$ cat src/rtl/lsu_ctrl.sv
// lsu_ctrl: load/store sequencer, accept->resp_valid >= 2 cycles (1 on error), no resp back-pressure.
// Define LSU_MISALIGN_TRAP_EN to turn misaligned H/HU/W accesses into errors instead of truncating.
module lsu_ctrl #(
  parameter int TIMEOUT_CYCLES = 255
) (
  input  logic        clk,
  input  logic        rst,
  input  logic        req_valid,
  output logic        req_ready,
  input  logic        req_we,
  input  logic [31:0] req_addr,
  input  logic [31:0] req_wdata,
  input  logic [2:0]  req_ctrl,
  output logic        resp_valid,
  output logic [31:0] resp_rdata,
  output logic        resp_err,
  output logic        mem_req,
  input  logic        mem_gnt,
  output logic        mem_we,
  output logic [31:0] mem_addr,
  output logic [3:0]  mem_be,
  output logic [31:0] mem_wdata,
  input  logic        mem_rvalid,
  input  logic [31:0] mem_rdata
);

  localparam logic [2:0] CTRL_B  = 3'b000;
  localparam logic [2:0] CTRL_H  = 3'b001;
  localparam logic [2:0] CTRL_W  = 3'b010;
  localparam logic [2:0] CTRL_BU = 3'b011;
  localparam logic [2:0] CTRL_HU = 3'b100;

  localparam logic [7:0] TIMEOUT_LIM = 8'(TIMEOUT_CYCLES);

  typedef enum logic [1:0] {
    S_IDLE,
    S_REQ,
    S_WAIT,
    S_RESP
  } state_e;

  // Request fields that the load extraction still needs after the bus phase.
  typedef struct packed {
    logic       we;
    logic [2:0] ctrl;
    logic [1:0] off;
  } hold_t;

  state_e      state_q, state_d;
  logic [7:0]  cnt_q, cnt_d;
  hold_t       hold_q, hold_d;
  logic        resp_valid_q, resp_valid_d;
  logic        resp_err_q, resp_err_d;
  logic [31:0] resp_rdata_q, resp_rdata_d;
  logic        mem_req_q, mem_req_d;
  logic        mem_we_q, mem_we_d;
  logic [31:0] mem_addr_q, mem_addr_d;
  logic [3:0]  mem_be_q, mem_be_d;
  logic [31:0] mem_wdata_q, mem_wdata_d;

  logic        accept;
  logic        ctrl_err;
  logic        align_err;
  logic [7:0]  cnt_inc;
  logic [31:0] load_data;

  function automatic logic [3:0] lane_be(input logic [2:0] ctrl, input logic [1:0] off);
    case (ctrl)
      CTRL_B, CTRL_BU: lane_be = 4'b0001 << off;
      CTRL_H, CTRL_HU: lane_be = 4'b0011 << {off[1], 1'b0};
      default:         lane_be = 4'b1111;
    endcase
  endfunction

  function automatic logic [31:0] lane_wdata(input logic [2:0] ctrl, input logic [31:0] wdata);
    case (ctrl)
      CTRL_B:  lane_wdata = {4{wdata[7:0]}};
      CTRL_H:  lane_wdata = {2{wdata[15:0]}};
      default: lane_wdata = wdata;
    endcase
  endfunction

  function automatic logic [31:0] load_extract(input logic [2:0]  ctrl,
                                               input logic [1:0]  off,
                                               input logic [31:0] rdata);
    logic [7:0]  b;
    logic [15:0] h;
    case (off)
      2'd0:    b = rdata[7:0];
      2'd1:    b = rdata[15:8];
      2'd2:    b = rdata[23:16];
      default: b = rdata[31:24];
    endcase
    h = off[1] ? rdata[31:16] : rdata[15:0];
    case (ctrl)
      CTRL_B:  load_extract = {{24{b[7]}}, b};
      CTRL_BU: load_extract = {24'd0, b};
      CTRL_H:  load_extract = {{16{h[15]}}, h};
      CTRL_HU: load_extract = {16'd0, h};
      default: load_extract = rdata;
    endcase
  endfunction

  assign req_ready = (state_q == S_IDLE) && !rst;
  assign accept    = req_valid && req_ready;

  // Unsigned-only encodings have no store form.
  assign ctrl_err = (req_ctrl > CTRL_HU) ||
                    (req_we && ((req_ctrl == CTRL_BU) || (req_ctrl == CTRL_HU)));

`ifdef LSU_MISALIGN_TRAP_EN
  always_comb begin
    align_err = 1'b0;
    case (req_ctrl)
      CTRL_H, CTRL_HU: align_err = req_addr[0];
      CTRL_W:          align_err = (req_addr[1:0] != 2'b00);
      default:         align_err = 1'b0;
    endcase
  end
`else
  assign align_err = 1'b0;
`endif

  assign load_data = hold_q.we ? 32'd0 : load_extract(hold_q.ctrl, hold_q.off, mem_rdata);

  always_comb begin
    state_d      = state_q;
    cnt_d        = cnt_q;
    hold_d       = hold_q;
    resp_valid_d = 1'b0;
    resp_err_d   = 1'b0;
    resp_rdata_d = 32'd0;
    mem_req_d    = mem_req_q;
    mem_we_d     = mem_we_q;
    mem_addr_d   = mem_addr_q;
    mem_be_d     = mem_be_q;
    mem_wdata_d  = mem_wdata_q;
    cnt_inc      = cnt_q + 8'd1;

    unique case (state_q)
      S_IDLE: begin
        if (accept) begin
          hold_d = '{we: req_we, ctrl: req_ctrl, off: req_addr[1:0]};
          cnt_d  = 8'd0;
          if (ctrl_err || align_err) begin
            state_d      = S_RESP;
            resp_valid_d = 1'b1;
            resp_err_d   = 1'b1;
          end else begin
            state_d     = S_REQ;
            mem_req_d   = 1'b1;
            mem_we_d    = req_we;
            mem_addr_d  = {req_addr[31:2], 2'b00};
            mem_be_d    = lane_be(req_ctrl, req_addr[1:0]);
            mem_wdata_d = lane_wdata(req_ctrl, req_wdata);
          end
        end
      end

      S_REQ: begin
        cnt_d = cnt_inc;
        if (mem_gnt && mem_rvalid) begin
          state_d      = S_RESP;
          mem_req_d    = 1'b0;
          resp_valid_d = 1'b1;
          resp_rdata_d = load_data;
        end else if (cnt_inc == TIMEOUT_LIM) begin
          state_d      = S_RESP;
          mem_req_d    = 1'b0;
          resp_valid_d = 1'b1;
          resp_err_d   = 1'b1;
        end else if (mem_gnt) begin
          state_d   = S_WAIT;
          mem_req_d = 1'b0;
        end
      end

      S_WAIT: begin
        cnt_d = cnt_inc;
        // A completion arriving on the timeout cycle still counts as a good response.
        if (mem_rvalid) begin
          state_d      = S_RESP;
          resp_valid_d = 1'b1;
          resp_rdata_d = load_data;
        end else if (cnt_inc == TIMEOUT_LIM) begin
          state_d      = S_RESP;
          resp_valid_d = 1'b1;
          resp_err_d   = 1'b1;
        end
      end

      S_RESP: begin
        state_d = S_IDLE;
      end
    endcase
  end

  always_ff @(posedge clk) begin
    if (rst) begin
      state_q      <= S_IDLE;
      cnt_q        <= 8'd0;
      hold_q       <= '0;
      resp_valid_q <= 1'b0;
      resp_err_q   <= 1'b0;
      resp_rdata_q <= 32'd0;
      mem_req_q    <= 1'b0;
      mem_we_q     <= 1'b0;
      mem_addr_q   <= 32'd0;
      mem_be_q     <= 4'd0;
      mem_wdata_q  <= 32'd0;
    end else begin
      state_q      <= state_d;
      cnt_q        <= cnt_d;
      hold_q       <= hold_d;
      resp_valid_q <= resp_valid_d;
      resp_err_q   <= resp_err_d;
      resp_rdata_q <= resp_rdata_d;
      mem_req_q    <= mem_req_d;
      mem_we_q     <= mem_we_d;
      mem_addr_q   <= mem_addr_d;
      mem_be_q     <= mem_be_d;
      mem_wdata_q  <= mem_wdata_d;
    end
  end

  assign resp_valid = resp_valid_q;
  assign resp_err   = resp_err_q;
  assign resp_rdata = resp_rdata_q;
  assign mem_req    = mem_req_q;
  assign mem_we     = mem_we_q;
  assign mem_addr   = mem_addr_q;
  assign mem_be     = mem_be_q;
  assign mem_wdata  = mem_wdata_q;

endmodule

$ cat config.mk
export PLATFORM = sky130hd
export DESIGN_NAME = lsu_ctrl
export DESIGN_NICKNAME = d
export VERILOG_FILES = /design/src/rtl/lsu_ctrl.sv
export SDC_FILE = /design/constraint.sdc
export NUM_CORES = 1
export LEC_CHECK = 0
export ABC_AREA = 1
export CAP_MARGIN = 25
export CORE_MARGIN = 2
export CORE_UTILIZATION = 47
export CTS_BUF_LIST = sky130_fd_sc_hd__clkbuf_4 sky130_fd_sc_hd__clkbuf_8 sky130_fd_sc_hd__clkbuf_16
export CTS_CLUSTER_DIAMETER = 50
export DETAILED_ROUTE_END_ITERATION = 10
export GPL_TIMING_DRIVEN = 0
export MAX_ROUTING_LAYER = met4
export PLACE_DENSITY = 0.86
export RECOVER_POWER = 25
export SYNTH_ARGS = -nofsm -noshare
export SYNTH_HDL_FRONTEND = slang
export SYNTH_SLANG_ARGS = --single-unit
$ cat constraint.sdc
create_clock -name clk -period 3.25 [get_ports clk]
set_clock_uncertainty 0.1 [all_clocks]
set_input_delay 0.325 -clock clk [delete_from_list [all_inputs] [get_ports clk]]
set_output_delay 0.325 -clock clk [all_outputs]
set_load 0.05 [all_outputs]
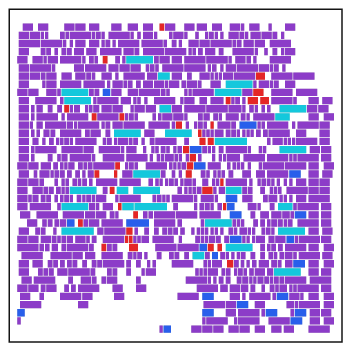
*Cell sizes after repair*
Drawn at 3 px/um.
| size | color | cells | share |
|---|---|---|---|
| x1 and smaller | purple | 858 | 91% |
| x2 | red | 37 | 3.9% |
| x6 and larger | cyan | 28 | 3.0% |
| x3 and x4 | blue | 25 | 2.6% |
design area: 0.00814 mm^2
non-clock buffer total of the final layout: 243

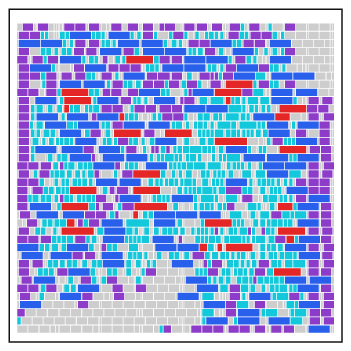
*Cells colored by class*
Drawn at 3 px/um. Fill, decap, tap and diode cells in gray.
| class | color | cells | share of their area |
|---|---|---|---|
| remaining logic cells | cyan | 557 | 34% |
| clock drivers and dummy loads | red | 30 | 7.4% |
| registers | blue | 118 | 30% |
| remaining buffers and delay cells | purple | 243 | 29% |
post-layout util: 74.5%
flop share of the area: 29.0%
num rows: 38

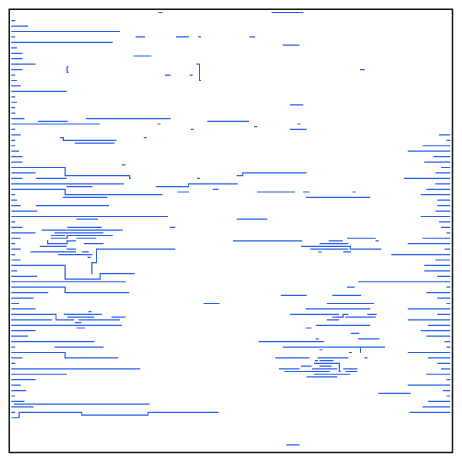
*The metal 3 layer*
Drawn at 4 px/um.
nets with wire on the layer: 201
longest straight run: 38.9 um
met3 Usage GRT: 9.11%
Via Count: 5856
final wirelength: 17600 um

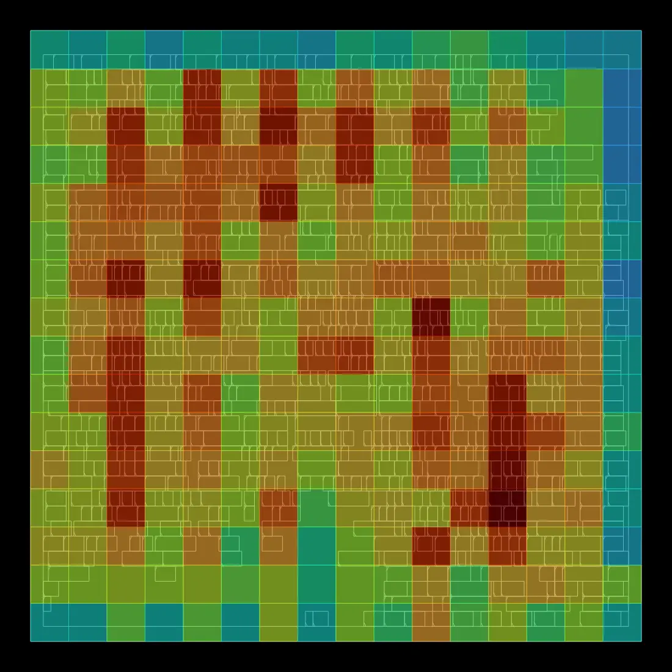
*Routing congestion*
Routed WL per cell: 16.2 um
gr busiest metal: met2
Global Route Usage Sum: 29.3%
met1 Use GR: 32.9%

==> worst max-delay path by stage <==
| stage | start | to | slack [ns] | cells past startpoint |
|---|---|---|---|---|
| after floorplan | state_q[0] | mem_wdata[16] | 1.02 | 11 |
| after global placement | req_ctrl[2] | mem_wdata[17] | 0.92 | 9 |
| after detailed placement | req_ctrl[1] | mem_wdata[16] | 0.88 | 9 |
| after CTS | state_q[1] | req_ready | 0.65 | 5 |
| after global routing | state_q[1] | req_ready | 0.54 | 5 |
| final | state_q[1] | req_ready | 0.63 | 5 |
==> placed cells by master (no fill, tap or decap), types with 13 or more instances in the layout <==
master,instances
dlygate4sd3_1,51
nor2_1,53
clkbuf_16,17
nand2_1,174
nand3_1,17
o21ai_0,75
nor2_4,13
inv_1,43
a21oi_1,92
clkbuf_1,19
a31oi_1,17
dfxtp_1,118
clkdlybuf4s50_1,155
==> state kept, by name, indices dropped and copies added, names as in the netlist <==
name / flops
state_q: 2
mem_wdata: 32
resp_rdata: 32
cnt_q: 8
resp_err: 1
hold_q: 6
mem_addr: 30
resp_valid: 1
mem_req: 1
mem_be: 4
mem_we: 1
==> stage by stage <==
stage	total power, uW	area [um^2]
4_1_cts	5250	8160
3_3_place_gp	3340	7570
2_1_floorplan	2800	5330
6_report	5240	8140
3_5_place_dp	3360	7570
5_1_grt	5460	8140
==> layout make-up <==
class,instances,area (um^2)
Fill cell,838,2790
Multi-Input combinational cell,504,2540
Sequential cell,118,2360
Timing Repair Buffer,206,2060
Clock buffer,20,460
Buffer,37,213
Inverter,53,201
Tap cell,140,175
Clock inverter,10,130
==> report_power, final <==
group / internal [uW] / switching, uW
combinational: 570 / 1130
clock: 1240 / 643
sequential: 1580 / 84.4
==> impl_metrics.json <==
{
  "simple_gate_area_share_pct": 23.4,
  "syn2layout_area_growth_pct": 52.9,
  "stdcell_count": 1088,
  "core_mm2": 0.0109,
  "r2r_end": "resp_rdata[31]",
  "drc_errors": 0,
  "fmax_mhz": 381,
  "drv_slew": 0,
  "place_hpwl_um": 12600,
  "min_to": "resp_err",
  "tool_warnings": 31,
  "r2r_start": "state_q[1]",
  "syn_inst": 711,
  "netlist_area_mm2": 0.00533,
  "ys_sh_mux_pct": 0,
  "die_y_um": 110,
  "yosysChipArea_mm2": 0.00533,
  "antenna_found_initial": 0,
  "maxSlewHeadroom_pct": 58.1,
  "synth.top_cell.area_share_pct": 44.4,
  "pin_count": 210,
  "edf_count": 0,
  "gp_congestion": 0.932,
  "period_needed_ns": 2.62,
  "ys_seq_share_pct": 44.4,
  "fin_tns_setup_ns": 0,
  "cts_root_buf": "clkbuf_16",
  "grt_pass1_vias": 5696,
  "dpl_worst_slack_ns": 0.877,
  "grt_max_degree": 17,
  "cp.arrival_ns": 2.20,
  "post_cts_buffers": 0,
  "ctsResizeCount": 0,
  "status": "finished clean",
  "clockBufferDepth": 2,
  "leakagePower_uw": 0.00338,
  "cpPeakStageDelay_ns": 0.85,
  "crit_path_frequent_cell": "inv_1",
  "met2_length_um": 8530,
  "wl_met3_um": 1670,
  "peakVddDrop_mv": 0.474,
  "synthTopLogicFamily": "simple AND/OR/NAND/NOR gates",
  "ys_cells": 711,
  "synth-async-reset-ratio_pct": 0,
  "crit_slowest_cell": "clkdlybuf4s50_1",
  "timing.final.ws_setup_ns": 0.627,
  "antenna_cells": 0,
  "critical_path.top_delay_family": "buffers and inverters",
  "min_from": "rst",
  "worstSkewPairLatency_ns": 0.41,
  "synthAdderAreaFrac_pct": 1.64,
  "cts_hold_buf": 0,
  "crit_path_cell_trace": "inv_1 > ha_1 > inv_1 > nor2_1 > clkdlybuf4s50_1",
  "drive_above_1_share_pct": 9.49,
  "required_ns": 2.82,
  "use_met2_pct": 48.2,
  "cts.sink_count": 118,
  "yosysWarnings": 0,
  "drt_iter0_markers": 359,
  "fp_util_pct": 48.7,
  "aoi_share_pct": 22.7,
  "chipArea_mm2": 0.0122,
  "holdWs_ns": 0.124,
  "hold-path-cell-count": 2,
  "cts.htree.levels": 4,
  "final_antenna_net_count": 0,
  "routed_via_density": 5.38,
  "ys_top_cells_by_count": "nand2_1 (173), dfxtp_1 (118), a21oi_1 (92)",
  "worst_slew_pin_slew_ns": 0.629,
  "wl_met1_um": 6880,
  "flop_cell": "dfxtp_1",
  "drv_cap": 0,
  "r2r_cells": 8,
  "top_cell": "nand2_1"
}
No activity file was given, so power comes from the tool's default toggle rates.
